File: config.mk
export PLATFORM = sky130hd
export DESIGN_NAME = encoder_value_counter
export DESIGN_NICKNAME = d
export VERILOG_FILES = /design/src/rtl/encoder_value_counter.sv
export SDC_FILE = /design/constraint.sdc
export NUM_CORES = 1
export LEC_CHECK = 0
export ABC_AREA = 1
export CAP_MARGIN = 10
export CORE_MARGIN = 1.5
export CORE_UTILIZATION = 55
export DETAILED_ROUTE_END_ITERATION = 8
export HOLD_SLACK_MARGIN = 0.08
export PLACE_DENSITY_LB_ADDON = 0.12
export SETUP_SLACK_MARGIN = 0.3
export SLEW_MARGIN = 20
export SYNTH_ARGS = -nofsm -noshare
export SYNTH_HDL_FRONTEND = slang
export SYNTH_SLANG_ARGS = --single-unit
File: constraint.sdc
create_clock -name CLK -period 2.8 [get_ports CLK]
set_input_delay 0.42 -clock CLK [delete_from_list [all_inputs] [get_ports CLK]]
set_output_delay 0.42 -clock CLK [all_outputs]
set_load 0.01 [all_outputs]
File: src/rtl/encoder_value_counter.sv
// Quadrature rotary-encoder front end: 2-flop synchronisers, per-channel
// debounce, one count per detent on the rising edge of debounced A, and an
// 8-bit up/down counter that either saturates or wraps. VALUE feeds the
// two-digit hex display directly; STEP_PULSE/DIR serve other consumers.
module encoder_value_counter #(
    parameter int DEBOUNCE_BITS = 4,
    parameter int STEP          = 1,
    parameter int WRAP          = 0
) (
    input  logic       CLK,
    input  logic       RESETN,
    input  logic       ENC_A,
    input  logic       ENC_B,
    input  logic       CLR,
    output logic [7:0] VALUE,
    output logic       STEP_PULSE,
    output logic       DIR
);

    localparam logic [DEBOUNCE_BITS-1:0] CNT_MAX = '1;
    localparam logic [DEBOUNCE_BITS-1:0] CNT_ONE = DEBOUNCE_BITS'(1);
    localparam logic signed [9:0]        STEP_S  = 10'(STEP);

    // Clamp a signed intermediate into the 0..255 display range.
    function automatic logic [7:0] saturate_u8(input logic signed [9:0] x);
        if (x > 10'sd255) begin
            return 8'hFF;
        end else if (x < 10'sd0) begin
            return 8'h00;
        end
        return x[7:0];
    endfunction

    // Apply one detent of STEP to the current value, wrapping or clipping.
    function automatic logic [7:0] step_value(input logic [7:0] cur, input logic up);
        logic signed [9:0] sum;
        if (up) begin
            sum = $signed({2'b00, cur}) + STEP_S;
        end else begin
            sum = $signed({2'b00, cur}) - STEP_S;
        end
        if (WRAP != 0) begin
            return sum[7:0];
        end
        return saturate_u8(sum);
    endfunction

    // _p0 is the first synchroniser flop (s1), _p1 the second (s2).
    logic a_sync_p0, a_sync_p1;
    logic b_sync_p0, b_sync_p1;

    logic                     a_stable, b_stable;
    logic [DEBOUNCE_BITS-1:0] a_cnt, b_cnt;

    logic a_flip, b_flip;
    logic detent;
    logic detent_up;

    // A debounced level flips once the synchronised pin has disagreed with it
    // for the full window; the flip edge is also the detent edge.
    assign a_flip    = (a_sync_p1 != a_stable) && (a_cnt == CNT_MAX);
    assign b_flip    = (b_sync_p1 != b_stable) && (b_cnt == CNT_MAX);
    assign detent    = a_flip && a_sync_p1;
    // Direction uses the pre-update B level, even if B flips on the same edge.
    assign detent_up = ~b_stable;

    // Two-flop synchronisers; idle-high pins reset to 1.
    always_ff @(posedge CLK or negedge RESETN) begin
        if (!RESETN) begin
            a_sync_p0 <= 1'b1;
            a_sync_p1 <= 1'b1;
            b_sync_p0 <= 1'b1;
            b_sync_p1 <= 1'b1;
        end else begin
            a_sync_p0 <= ENC_A;
            a_sync_p1 <= a_sync_p0;
            b_sync_p0 <= ENC_B;
            b_sync_p1 <= b_sync_p0;
        end
    end

    // Channel A debounce: any agreement with the stable level restarts the window.
    always_ff @(posedge CLK or negedge RESETN) begin
        if (!RESETN) begin
            a_stable <= 1'b1;
            a_cnt    <= '0;
        end else if (a_sync_p1 == a_stable) begin
            a_cnt <= '0;
        end else if (a_flip) begin
            a_stable <= a_sync_p1;
            a_cnt    <= '0;
        end else begin
            a_cnt <= a_cnt + CNT_ONE;
        end
    end

    // Channel B debounce, identical rule to channel A.
    always_ff @(posedge CLK or negedge RESETN) begin
        if (!RESETN) begin
            b_stable <= 1'b1;
            b_cnt    <= '0;
        end else if (b_sync_p1 == b_stable) begin
            b_cnt <= '0;
        end else if (b_flip) begin
            b_stable <= b_sync_p1;
            b_cnt    <= '0;
        end else begin
            b_cnt <= b_cnt + CNT_ONE;
        end
    end

    // Counter and detent outputs; CLR wins over the value update only.
    always_ff @(posedge CLK or negedge RESETN) begin
        if (!RESETN) begin
            VALUE      <= 8'h00;
            STEP_PULSE <= 1'b0;
            DIR        <= 1'b0;
        end else begin
            STEP_PULSE <= detent;
            if (detent) begin
                DIR <= detent_up;
            end
            if (CLR) begin
                VALUE <= 8'h00;
            end else if (detent) begin
                VALUE <= step_value(VALUE, detent_up);
            end
        end
    end

endmodule

==> qor.txt <==
total chip power - 647 µW
Max-area cell share - 0.344
clk sinks - 24
# nets final - 189
minimum clock period - 1.90 ns
most instantiated library cell after synthesis - nand2_1
Initial Util - 0.587
drt drc - 0
DRT iter0 DRCs - 31
TritonRoute pass-1 iters - 4
Yosys warnings - 0
total number of vias - 1,062
hold slack final - 0.367 ns
gp weighted congestion - 0.919
Top power group - sequential cells
share of cells above drive strength 1 - 0.151
Finished Core Util - 0.682
reg-to-reg slack, setup - 1.22 ns
proportion of power drawn by combinational gates - 0.049
Top cell excl fill/tap - nand2_1
Hold Crit Class - reg2reg
crit start category - register
crit path from - VALUE[2]$_DFFE_PN0P_
gr usage total - 0.213
fmax - 0.526 GHz
Largest register FFs - 8
Max Cap Viol - 0
post-CTS setup buffer count - 0
vias per cell - 5.13
grt ovf - 0
Registers, synthesis - 24
Psw - 130 µW
post-route cell area - 0.00152 mm²
largest net degree at the start of global routing - 25
slowest stage delay, CP - 0.60 ns
TNS Setup - 0 ns
Die Size - 0.00268 mm²
status - finished, final reports clean
hold path cells - 0
Hold Vio Cnt, Final - 0
DIE WIDTH - 51.8 µm
biggest area cells - dfrtp_1 (34%), nand2_1 (15%), dfstp_2 (12%), nand3_1 (5.3%), nor2_1 (4.3%)
biggest regs - VALUE (8), a_cnt (4), b_cnt (4)
[final cells by class]
type / instances / area [µm²] / share of cell area
Sequential cell: 24 / 608 / 0.399
Multi-Input combinational cell: 117 / 603 / 0.396
Timing Repair Buffer: 15 / 148 / 0.0970
Inverter: 19 / 76.3 / 0.0501
Tap cell: 28 / 35.0 / 0.0230
Clock inverter: 1 / 30.0 / 0.0197
Clock buffer: 3 / 22.5 / 0.0148
[routing by layer]
metal,share of wire,GRT usage,up-vias
met4,0.012,0.0789,0
met2,0.46,0.333,28
li1,-,-,537
met3,0.061,0.0287,4
met5,0,0,-
met1,0.47,0.302,493
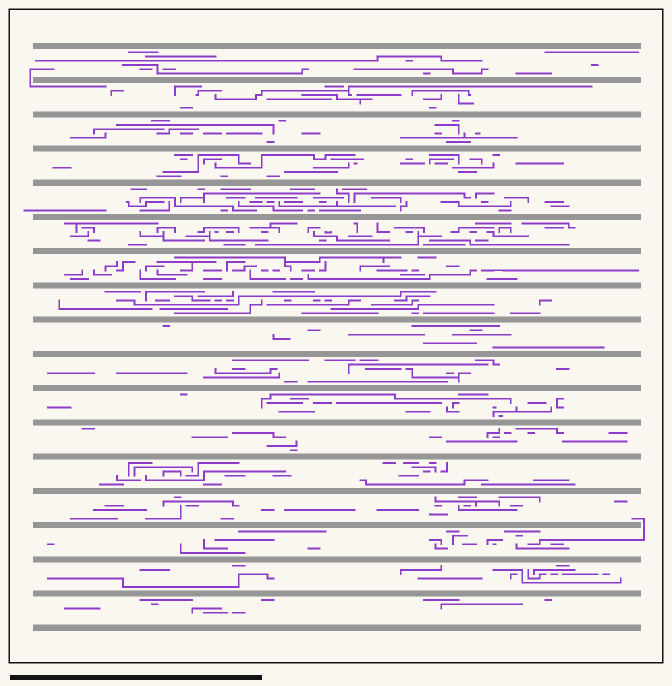
Fig. 1. Signal wires on met1.
Scale bar: 20 µm. Supply wires on this layer in grey.
longest straight run: 27.1 µm
main direction: horizontal
wire length on this layer: 1,120 µm
share of all routed wire: 47%
nets with wire on the layer: 170

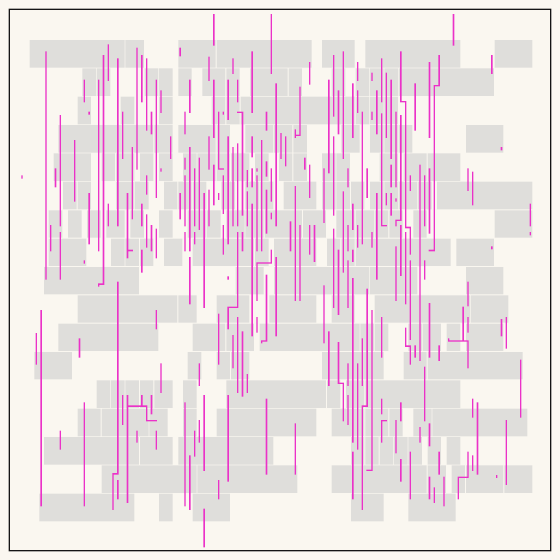
Fig. 2. Met2 routing.
Cells faint in the background.
share of all routed wire: 46%
nets with wire on the layer: 149

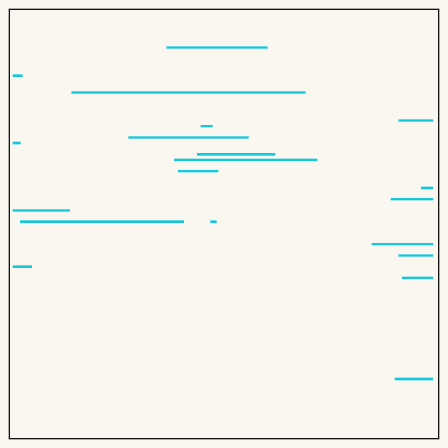
Fig. 3. M3 wires.
nets with wire on the layer: 18
wire length on this layer: 145 µm
share of all routed wire: 6.1%

No activity file was given, so power comes from the tool's default toggle rates.
